File: config.mk
export PLATFORM = sky130hd
export DESIGN_NAME = program_loader_module
export DESIGN_NICKNAME = d
export VERILOG_FILES = /design/src/rtl/program_loader_module_pkg.sv /design/src/rtl/program_loader_module.sv
export SDC_FILE = /design/constraint.sdc
export NUM_CORES = 1
export LEC_CHECK = 0
export CORE_MARGIN = 5
export CORE_UTILIZATION = 40
export CTS_CLUSTER_SIZE = 8
export DETAILED_ROUTE_END_ITERATION = 10
export HOLD_SLACK_MARGIN = 0.15
export PLACE_DENSITY_LB_ADDON = 0.3
export RECOVER_POWER = 100
export SLEW_MARGIN = 20
export SYNTH_ARGS = -nofsm -noshare
export SYNTH_HDL_FRONTEND = slang
export SYNTH_SLANG_ARGS = --single-unit
File: constraint.sdc
create_clock -name clk -period 1.7 [get_ports clk]
set_clock_uncertainty 0.05 [all_clocks]
set_input_delay 0.17 -clock clk [delete_from_list [all_inputs] [get_ports clk]]
set_output_delay 0.17 -clock clk [all_outputs]
set_load 0.005 [all_outputs]
File: src/rtl/program_loader_module_pkg.sv
// Shared loader definitions: default bus/address widths and FSM state encodings.
package program_loader_module_pkg;

  localparam int unsigned LOADER_ADDR_WIDTH = 8;
  localparam int unsigned LOADER_DATA_WIDTH = 8;

  typedef enum logic [2:0] {
    ST_IDLE   = 3'd0,
    ST_WAIT   = 3'd1,
    ST_ADDR   = 3'd2,
    ST_DATA   = 3'd3,
    ST_VERIFY = 3'd4,
    ST_NEXT   = 3'd5,
    ST_DONE   = 3'd6
  } loader_state_e;

endpackage

File: src/rtl/program_loader_module.sv
// Bus-master program loader: streams bytes into sequential RAM addresses (MAI then MI).
// Optional readback check after each write is enabled by defining LOADER_VERIFY_EN.
module program_loader_module
  import program_loader_module_pkg::*;
#(
  parameter int unsigned ADDR_WIDTH = LOADER_ADDR_WIDTH,
  parameter int unsigned DATA_WIDTH = LOADER_DATA_WIDTH
) (
  input  logic                  clk,
  input  logic                  rst,
  input  logic                  load_i,
  input  logic [ADDR_WIDTH-1:0] base_i,
  input  logic [ADDR_WIDTH:0]   len_i,
  input  logic [DATA_WIDTH-1:0] in_data_i,
  input  logic                  in_valid_i,
  output logic                  in_ready_o,
  output logic [DATA_WIDTH-1:0] bus_o,
  output logic                  bus_oe_o,
  input  logic [DATA_WIDTH-1:0] bus_i,
  output logic                  mai_o,
  output logic                  mi_o,
  output logic                  mo_o,
  output logic                  hold_o,
  output logic                  busy_o,
  output logic                  done_o,
  output logic                  err_o
);

  localparam int unsigned CNT_WIDTH = ADDR_WIDTH + 1;

  loader_state_e         state_q, state_d;
  logic [ADDR_WIDTH-1:0] addr_q, addr_d;
  logic [CNT_WIDTH-1:0]  len_q, len_d;
  logic [CNT_WIDTH-1:0]  count_q, count_d;
  logic [DATA_WIDTH-1:0] byte_q, byte_d;
  logic                  err_d;

  logic [DATA_WIDTH-1:0] bus_d;
  logic                  bus_oe_d, mai_d, mi_d, mo_d;
  logic                  hold_d, busy_d, done_d, in_ready_d;

`ifndef LOADER_VERIFY_EN
  logic unused_bus;
  assign unused_bus = ^bus_i;
`endif

  // State register
  always_ff @(posedge clk or posedge rst) begin
    if (rst) begin
      state_q <= ST_IDLE;
    end else begin
      state_q <= state_d;
    end
  end

  // Next state, datapath updates and next-cycle (registered) outputs
  always_comb begin
    state_d = state_q;
    addr_d  = addr_q;
    len_d   = len_q;
    count_d = count_q;
    byte_d  = byte_q;
    err_d   = err_o;

    case (state_q)
      ST_IDLE: begin
        if (load_i) begin
          addr_d  = base_i;
          len_d   = len_i;
          count_d = '0;
          err_d   = 1'b0;
          state_d = (len_i == '0) ? ST_DONE : ST_WAIT;
        end
      end
      ST_WAIT: begin
        if (in_valid_i && in_ready_o) begin
          byte_d  = in_data_i;
          state_d = ST_ADDR;
        end
      end
      ST_ADDR: state_d = ST_DATA;
`ifdef LOADER_VERIFY_EN
      ST_DATA: state_d = ST_VERIFY;
      ST_VERIFY: begin
        if (bus_i != byte_q) begin
          err_d = 1'b1;
        end
        state_d = ST_NEXT;
      end
`else
      ST_DATA: state_d = ST_NEXT;
`endif
      ST_NEXT: begin
        addr_d  = ADDR_WIDTH'(addr_q + 1'b1);
        count_d = CNT_WIDTH'(count_q + 1'b1);
        state_d = (count_d == len_q) ? ST_DONE : ST_WAIT;
      end
      ST_DONE: state_d = ST_IDLE;
      default: state_d = ST_IDLE;
    endcase

    // Hold/busy stay up for one extra cycle after DONE so the CPU restarts cleanly
    hold_d     = (state_d != ST_IDLE) || (state_q == ST_DONE);
    busy_d     = hold_d;
    in_ready_d = (state_d == ST_WAIT);
    mai_d      = (state_d == ST_ADDR);
    mi_d       = (state_d == ST_DATA);
    done_d     = (state_d == ST_DONE);
    bus_oe_d   = mai_d || mi_d;
`ifdef LOADER_VERIFY_EN
    mo_d       = (state_d == ST_VERIFY);
`else
    mo_d       = 1'b0;
`endif

    bus_d = '0;
    if (mai_d) begin
      bus_d = DATA_WIDTH'(addr_q);
    end else if (mi_d) begin
      bus_d = byte_q;
    end
  end

  // Datapath and output registers
  always_ff @(posedge clk or posedge rst) begin
    if (rst) begin
      addr_q     <= '0;
      len_q      <= '0;
      count_q    <= '0;
      byte_q     <= '0;
      err_o      <= 1'b0;
      bus_o      <= '0;
      bus_oe_o   <= 1'b0;
      mai_o      <= 1'b0;
      mi_o       <= 1'b0;
      mo_o       <= 1'b0;
      hold_o     <= 1'b0;
      busy_o     <= 1'b0;
      done_o     <= 1'b0;
      in_ready_o <= 1'b0;
    end else begin
      addr_q     <= addr_d;
      len_q      <= len_d;
      count_q    <= count_d;
      byte_q     <= byte_d;
      err_o      <= err_d;
      bus_o      <= bus_d;
      bus_oe_o   <= bus_oe_d;
      mai_o      <= mai_d;
      mi_o       <= mi_d;
      mo_o       <= mo_d;
      hold_o     <= hold_d;
      busy_o     <= busy_d;
      done_o     <= done_d;
      in_ready_o <= in_ready_d;
    end
  end

endmodule

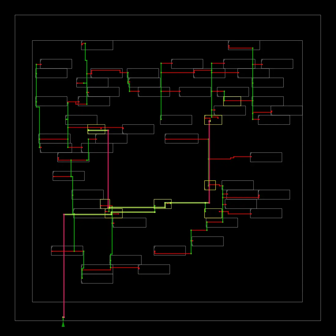
Figure 1: run 1, the clock network.
worst skew pair latency: 0.31 ns
Num CTS Buffers: 5

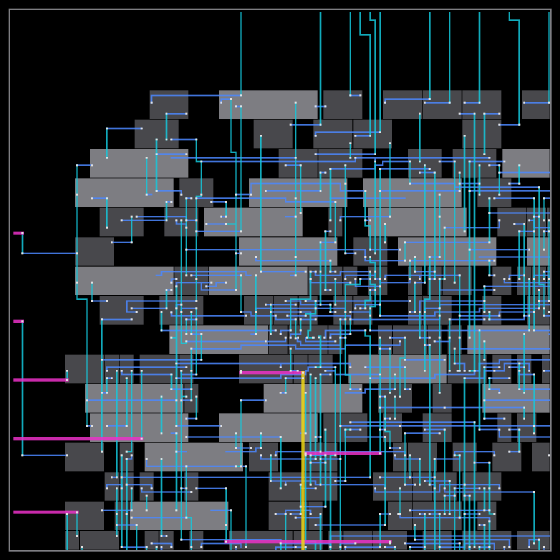
Figure 2: run 1, zoomed window.
Window x 0 to 50, y 39 to 89 um. Cells in gray, sequential cells in the stronger gray; small squares are vias.
layer	color
metal 2	cyan
metal 1	blue
metal 4	yellow
metal 3	magenta
netlist names of flops here include	addr_q (5), byte_q (5), bus_o (4)
cells with their middle in the window	130
most frequent	nand2_1 (21), dfrtp_1 (20), clkdlybuf4s50_1 (13)
sequential cells in the window	21

==> flow_metrics.tcl, run 1 <==
# metrics dict for downstream scripts
set metrics [dict create \
    min_path_cells 3 \
    hold_class "in -> reg" \
    yosys.stat.seqShare_pct 51.1 \
    clockBufferDepth 2 \
    p_switching_mw 1.73 \
    path_depth 6 \
    place_ws_ns -0.130 \
    fmax_mhz 559 \
    rr_worst_depth 6 \
    arrival_ns 1.94 \
    area_growth_syn_to_layout_pct 35.3 \
    gp_congestion 0.839 \
    design_area_um2 3380 \
    wirelength_um 5670 \
    overflow 0 \
    ys_area_um2 2500 \
    failed_checks "setup timing" \
    place_hpwl_um 4220 \
    pwr-share-seq_pct 40.7 \
    slowest_stage "dfrtp_1" \
    drt-pass1-iter-count 5 \
    utilization_pct 56.4 \
    top_area_cell "dfrtp_1" \
    p_per_area_nw_per_um2 1440 \
    finalHoldViolCount 0 \
    fp_util_pct 41.7 \
    synthFlopType "dfrtp_1" \
    holdCritStartpoint "len_i[4]" \
    crit_family "AND-OR/OR-AND gates" \
    drc 0 \
    placedCellCount 377 \
    powerSeq_mw 1.98 \
    status "finished with violations" \
    antenna_found_initial 0 \
    synth.distinct_cells 51 \
    hold-path-endpoint "len_q[4]$_DFFE_PP0P_" \
    yosysWarnings 0 \
    maxCapViolCount 0 \
    r2r_start "count_q[0]$_DFFE_PP0P_" \
    synth_stat.cells 243 \
    p_clk_mw 0.748 \
    power.share.clock_pct 15.4 \
    drtIter0Drc 125 \
    total_power_mw 4.86 \
    grt_use_total_pct 15.0 \
    crit_required_ns 1.85 \
    worst_hold_slack_ns 0.361 \
    edf_count 0 \
    htreeDepth 2 \
    crit_path_start "count_q[0]$_DFFE_PP0P_" \
    grt_max_degree 39 \
    p_leak_nw 1.57 \
    io_pins 54 \
    ir_drop_mv 0.675 \
    regArea_um2 1280 \
    drt-wirelength-per-cell_um 14.4 \
    synthArstFlopShare_pct 100 \
    topCellsByArea "dfrtp_1 (51%), nand2_1 (6.8%), a22o_1 (3.5%), mux2_2 (3.2%), nor2_1 (2.4%)" \
    timing.rr.end "in_ready_o$_DFF_PP0_" \
    fin_crit_ns 1.79 \
    power.group.top "combinational logic" \
    crit_chain "ha_4, nand2b_1, o211a_1, o32ai_2, nand4_2, o21a_1" \
    clk_root_buffer_cell "clkbuf_8" \
    rsz0062_at_grt "true" \
    regToRegSetupSlack_ns -0.09 \
    cts_tree "yes" \
    setup_ws_ns -0.0904 \
    powerComb_mw 2.13 \
    vias 2075 \
    clock_sinks 51 \
    mi_logic_area_um2 1170 \
    final_nets 356 \
    ys.flops 51 \
    worstMarginPinSlew_ns 0.552 \
    warning_count 37 \
    cp-end-kind "register" \
    most_common_cell "dfrtp_1" \
    core_um2 5990 \
    maxSlewHeadroom_pct 63.2 \
    critPathBufInv 0 \
    finalSetupViolCount 13 \
    drv_slew 0 \
    die_h_um 89.0 \
    endpoint "in_ready_o$_DFF_PP0_" \
    cp_max_fo 6 \
    p_int_mw 3.12 \
    fin_cells 393 \
    avgSynthCellArea_um2 10.3 \
]
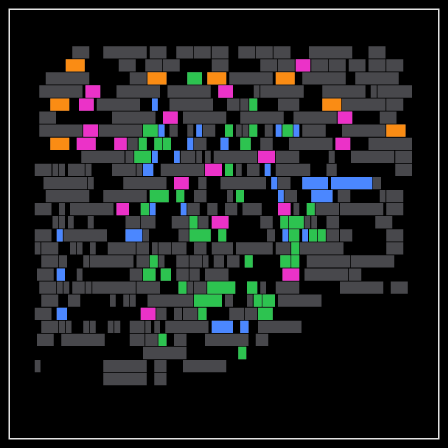
Figure 3: run 1, selected gate families.
family	color	cells
mux cells	orange	8
nor cells	blue	26
non-inverting ao/oa cells	magenta	18
aoi and oai cells	green	42

run 1: what timing repair did:
action	in CTS	in global routing
cloned	0	0
buffers inserted	1	6
hold endpoints to repair	13	0
hold buffers	1	0
gates resized	4	7
setup endpoints to repair	5	8
pin swaps	0	3
run 1: logic make-up (layout without fill, tap and decap cells):
family,count (synthesis),count (layout),share of synthesized area (%)
and+or+nand+nor,92,92,19.6
AOI/OAI and AO/OA,60,60,16.7
DFF,51,51,51.1
buffers and inverters,20,94,4.76
xor gates and xnor gates,9,9,3.15
muxes,8,8,3.61
adders and majority gates,2,2,1.00
other,1,2,0.150
run 1: layer usage:
layer	share of wire [%]	global-route usage, %	vias up
met1	45	20.0	1008
met2	48	25.0	52
met5	0	0	-
li1	-	-	1009
met3	5.2	2.30	6
met4	1.3	4.87	0
run 1: cells in the final DEF, fill, tap and decap left out, types with 4 or more instances in the layout:
| cell type | instances |
|---|---|
| dfrtp_1 | 49 |
| a21oi_1 | 7 |
| xnor2_1 | 4 |
| nand3_1 | 7 |
| xor2_1 | 4 |
| a22o_1 | 10 |
| clkbuf_8 | 6 |
| inv_1 | 4 |
| nor2_1 | 16 |
| clkdlybuf4s50_1 | 27 |
| o21ai_0 | 9 |
| buf_4 | 32 |
| o21ai_1 | 9 |
| dlygate4sd3_1 | 17 |
| mux2_2 | 7 |
| nand2_1 | 45 |
run 1: registers in the layout, indices dropped and copies added (netlist names):
register    flops
in_ready_o      1
done_o          1
count_q         9
mai_o           1
len_q           9
busy_o          1
bus_o           8
addr_q          8
bus_oe_o        1
byte_q          8
state_q         3
mi_o            1
run 1: area by class of cell:
class	instances	area share [%]
flip-flops and latches	51	37.8
multi-input cells	173	34.5
repair buffers	82	21.5
well taps	75	2.78
clock buffers	6	2.44
clock inverters	2	0.481
inverters	4	0.444
==> run 2: changes to the inputs <==
--- a/config.mk
+++ b/config.mk
@@ -12,6 +12,8 @@
 export HOLD_SLACK_MARGIN = 0.15
 export PLACE_DENSITY_LB_ADDON = 0.3
 export RECOVER_POWER = 100
+export SETUP_SLACK_MARGIN = 0.05
+export SKIP_LAST_GASP = 1
 export SLEW_MARGIN = 20
 export SYNTH_ARGS = -nofsm -noshare
 export SYNTH_HDL_FRONTEND = slang
==> constraint.sdc (replaced) <==
create_clock -name clk -period 1.61 [get_ports clk]
set_clock_uncertainty 0.05 [all_clocks]
set_input_delay 0.161 -clock clk [delete_from_list [all_inputs] [get_ports clk]]
set_output_delay 0.161 -clock clk [all_outputs]
set_load 0.005 [all_outputs]
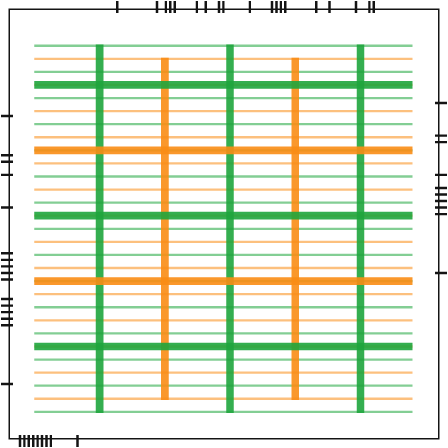
Figure 4: run 2, floorplan with the power grid.
Pins as bars on the die edge.
net	color
VSS	green
VDD	orange
met1 rails	29
met4 straps	5

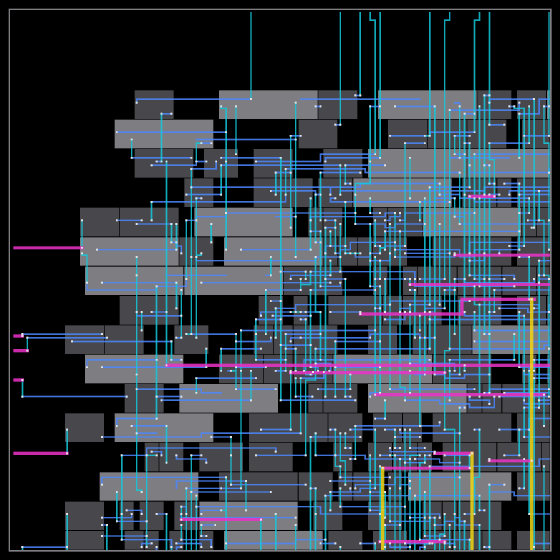
Figure 5: run 2, zoomed window.
Window x 0 to 50, y 39 to 89 um. Cells in gray, sequential cells in the stronger gray; small squares are vias.
layer	color
metal 3	magenta
metal 4	yellow
metal 2	cyan
metal 1	blue
most frequent	dfrtp_1 (21), clkdlybuf4s50_1 (14)
netlist names of flops here include	addr_q (6), bus_o (5), byte_q (5)
cells with their middle in the window	130
sequential cells in the window	22

==> flow_metrics.tcl, run 2 <==
# metrics dict for downstream scripts
set metrics [dict create \
    fp_util_pct 41.7 \
    ys.flops 51 \
    place_hpwl_um 4420 \
    reg.largest.list "count_q x9, len_q x9" \
    htreeDepth 2 \
    failed_checks "setup timing" \
    drt-pass1-iter-count 4 \
    fmax_mhz 547 \
    crit_chain "ha_4, nand3_2, or3_1, a22oi_2, nand4_4, o21a_1" \
    fin_cells 414 \
    most_common_cell "dfrtp_1" \
    status "finished with violations" \
    fin_crit_ns 1.83 \
    clk_latency_ns 0.31 \
    setup_ws_ns -0.219 \
    xor_share_pct 3.15 \
    topCellsByArea "dfrtp_1 (51%), nand2_1 (6.8%), a22o_1 (3.5%), mux2_2 (3.2%), nor2_1 (2.4%)" \
    ys_sh_simple_pct 19.6 \
    warning_count 37 \
    synthArstFlopShare_pct 100 \
    final_nets 377 \
    clockBufferDepth 2 \
    drtIter0Drc 153 \
    io_pins 54 \
    cp_max_fo 6 \
    timing.rr.end "in_ready_o$_DFF_PP0_" \
    maxCapViolCount 0 \
    finalSetupViolCount 30 \
    p_leak_nw 1.79 \
    yosysWarnings 0 \
    synth_compound_gate_area_share_pct 16.7 \
    core_um2 5990 \
    hold_class "in -> reg" \
    grt_max_degree 32 \
    ys_sh_mux_pct 3.61 \
    placedCellCount 386 \
    synthFlopType "dfrtp_1" \
    clock_sinks 51 \
    ir_drop_mv 0.878 \
    drc 0 \
    min_path_cells 3 \
    avgSynthCellArea_um2 10.3 \
    r2r_start "count_q[1]$_DFFE_PP0P_" \
    grt_use_total_pct 15.8 \
]
## run 2: cell type report
| class | count | area [um^2] |
|---|---|---|
| fill | 451 | 2150 |
| multi-input combinational | 174 | 1330 |
| sequential | 51 | 1280 |
| timing repair buffer | 102 | 1010 |
| tap | 75 | 93.8 |
| clock buffer | 5 | 68.8 |
| clock inverter | 3 | 43.8 |
| inverter | 4 | 15.0 |
## run 2: routing by layer
metal	track usage (%)	up-vias	part of all wire [%]
li1	-	1056	-
met1	21.8	1099	43
met2	25.8	72	50
met3	2.67	10	5.7
met4	4.74	0	1.4
met5	0	-	0
## run 2: cell families after synthesis
group           count (synthesis)
simple gates                   92
compound gates                 60
flops                          51
buf+inv                        20
xor+xnor                        9
mux                             8
fa+ha+maj                       2
other cells                     1
## run 2: where the power goes
group / internal [mW] / switching (mW) / total (mW)
registers: 1.76 / 0.391 / 2.15
logic: 1.78 / 1.40 / 3.18
clock network: 0.463 / 0.439 / 0.902
## run 2: repair_timing
| item | CTS | global route |
|---|---|---|
| setup endpoints to repair | 15 | 37 |
| hold buffers | 1 | 0 |
| gates resized | 12 | 48 |
| pin swaps | 8 | 22 |
| buffers inserted | 3 | 9 |
| gates cloned | 0 | 7 |
| endpoints found under the hold margin | 1 | 0 |
## run 2: worst min-delay path by stage
stage	endpoint	startpoint	slack, ns
after global placement	bus_o[2]$_DFF_PP0_	rst	0.31
final	len_q[5]$_DFFE_PP0P_	len_i[5]	0.35
after detailed placement	bus_o[2]$_DFF_PP0_	rst	0.31
after floorplan	len_q[0]$_DFFE_PP0P_	len_i[0]	0.22
after global routing	len_q[5]$_DFFE_PP0P_	len_i[5]	0.38
after CTS	len_q[5]$_DFFE_PP0P_	len_i[5]	0.34
==> run 3: changes to the inputs <==
--- a/config.mk
+++ b/config.mk
@@ -5,6 +5,7 @@
 export SDC_FILE = /design/constraint.sdc
 export NUM_CORES = 1
 export LEC_CHECK = 0
+export CAP_MARGIN = 20
 export CORE_MARGIN = 5
 export CORE_UTILIZATION = 40
 export CTS_CLUSTER_SIZE = 8
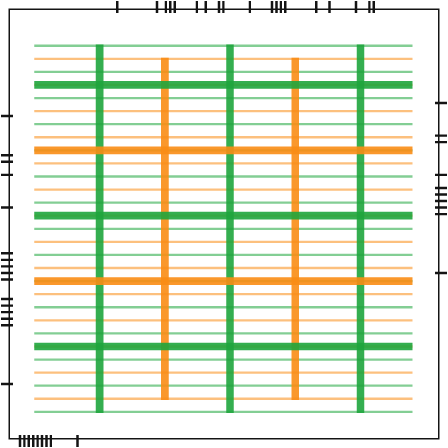
Figure 6: run 3, floorplan with the power grid.
Pins as bars on the die edge.
net	color
VDD	orange
VSS	green
rows	28
met5 straps	5
signal pins	54
core footprint: 5990 um^2
Die Wd: 89.0 um

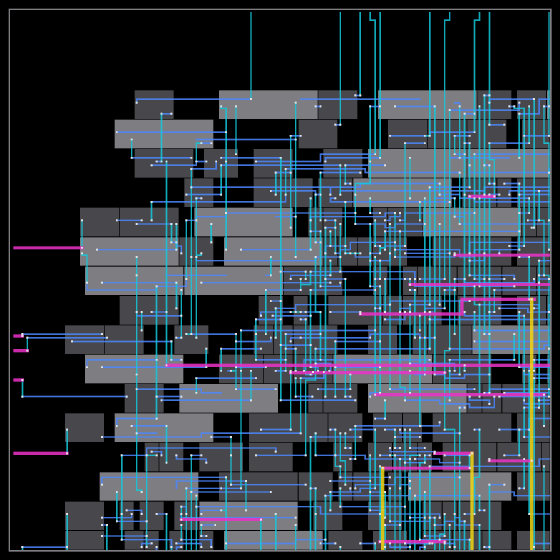
Figure 7: run 3, zoomed window.
Window x 0 to 50, y 39 to 89 um. Cells in gray, sequential cells in the stronger gray; small squares are vias.

==> flow_metrics.tcl, run 3 <==
# metrics dict for downstream scripts
set metrics [dict create \
    finalSetupViolCount 30 \
    edf_count 0 \
    final_nets 377 \
    clk_root_buffer_cell "clkbuf_8" \
    pwr-share-seq_pct 34.5 \
    cts_tree "yes" \
    grt_max_degree 32 \
    io_pins 54 \
    fp_util_pct 41.7 \
    synth.distinct_cells 51 \
    endpoint "in_ready_o$_DFF_PP0_" \
    vias 2237 \
    finalHoldViolCount 0 \
    vias_per_cell 5.40 \
    top_area_cell "dfrtp_1" \
    yosys.stat.seqShare_pct 51.1 \
    p_leak_nw 1.79 \
    hold-path-endpoint "len_q[5]$_DFFE_PP0P_" \
    fmax_mhz 547 \
    timing.rr.end "in_ready_o$_DFF_PP0_" \
    synth_stat.cells 243 \
    crit_required_ns 1.75 \
    cp-end-kind "register" \
    warning_count 37 \
    final_cell_mix "dfrtp_1 (49), buf_4 (35), nand2_1 (34)" \
    drt-pass1-iter-count 4 \
    fin_cells 414 \
    status "finished with violations" \
    place_ws_ns -0.219 \
    p_clk_mw 0.902 \
    setup_ws_ns -0.219 \
    yosysWarnings 0 \
    failed_checks "setup timing" \
    ys_area_um2 2500 \
    maxCapViolCount 0 \
    antenna_found_initial 0 \
    total_power_mw 6.24 \
    clockBufferDepth 2 \
    crit_family "simple AND/OR/NAND/NOR gates" \
    lay_top_count "dfrtp_1" \
    most_common_cell "dfrtp_1" \
    regToRegSetupSlack_ns -0.22 \
    avgSynthCellArea_um2 10.3 \
    fin_crit_ns 1.83 \
    ys.flops 51 \
    topCellsByArea "dfrtp_1 (51%), nand2_1 (6.8%), a22o_1 (3.5%), mux2_2 (3.2%), nor2_1 (2.4%)" \
    rr_worst_depth 6 \
    ir_drop_mv 0.878 \
    crit_chain "ha_4, nand3_2, or3_1, a22oi_2, nand4_4, o21a_1" \
    overflow 0 \
    min_path_cells 3 \
    clk_latency_ns 0.31 \
    drt-wirelength-per-cell_um 17.1 \
    cp_max_fo 6 \
    holdCritStartpoint "len_i[5]" \
    powerSeq_mw 2.15 \
    rsz0062_at_grt "true" \
    r2r_start "count_q[1]$_DFFE_PP0P_" \
    p_switching_mw 2.23 \
    reg.largest.list "count_q x9, len_q x9" \
    swShare_pct 35.8 \
    area_growth_syn_to_layout_pct 53.6 \
    p_per_area_nw_per_um2 1620 \
    worstSetupPathType "reg -> reg" \
    wirelength_um 7100 \
    crit_path_start "count_q[1]$_DFFE_PP0P_" \
    place_hpwl_um 4420 \
    placedCellCount 386 \
    drc 0 \
    clock_sinks 51 \
    hold_class "in -> reg" \
    cts_buffers 5 \
    p_int_mw 4.00 \
    slowest_stage "dfrtp_1" \
    drv_slew 0 \
    drtIter0Drc 153 \
    power.group.top "combinational logic" \
    power.share.clock_pct 14.5 \
    arrival_ns 1.97 \
    path_depth 6 \
    gp_congestion 0.849 \
]
==> run 3: cell counts after synthesis <==
No cell type changed its count.
==> run 3: through the flow <==
| stage | utilization [%] | area, um^2 | hold WS (ns) |
|---|---|---|---|
| 2_1_floorplan | - | 2530 | 0.216 |
| 3_3_place_gp | 55.2 | 3310 | 0.312 |
| 3_5_place_dp | 55.2 | 3310 | 0.313 |
| 4_1_cts | 58.5 | 3500 | 0.343 |
| 5_1_grt | 64.1 | 3840 | 0.378 |
| 6_report | 64.1 | 3840 | 0.346 |
==> run 3: final cells by class <==
| type | instances | area [um^2] |
|---|---|---|
| clock inverter | 3 | 43.8 |
| sequential | 51 | 1280 |
| fill | 451 | 2150 |
| clock buffer | 5 | 68.8 |
| tap | 75 | 93.8 |
| inverter | 4 | 15.0 |
| multi-input combinational | 174 | 1330 |
| timing repair buffer | 102 | 1010 |
==> run 3: routing by layer <==
layer,global-route usage [%],vias to the layer above,wire length [um]
li1,-,1056,-
met1,21.8,1099,3080
met2,25.8,72,3510
met3,2.67,10,405
met5,0,-,0
met4,4.74,0,97
==> run 3: kinds of logic after synthesis <==
kind of cell	after synthesis	share of synthesized area [%]
AOI/OAI and AO/OA	60	16.7
xor gates and xnor gates	9	3.15
adders and majority gates	2	1.00
buffers and inverters	20	4.76
DFF	51	51.1
muxes	8	3.61
other	1	0.150
and+or+nand+nor	92	19.6
==> run 3: timing repair <==
| action | 4_1_cts | 5_1_grt |
|---|---|---|
| pin swaps | 8 | 22 |
| endpoints found under the hold margin | 1 | 0 |
| hold buffers | 1 | 0 |
| gates resized | 12 | 48 |
| buffers inserted | 3 | 9 |
| gates cloned | 0 | 7 |
| endpoints found under the setup margin | 15 | 37 |
Power and IR drop assume default switching activity.
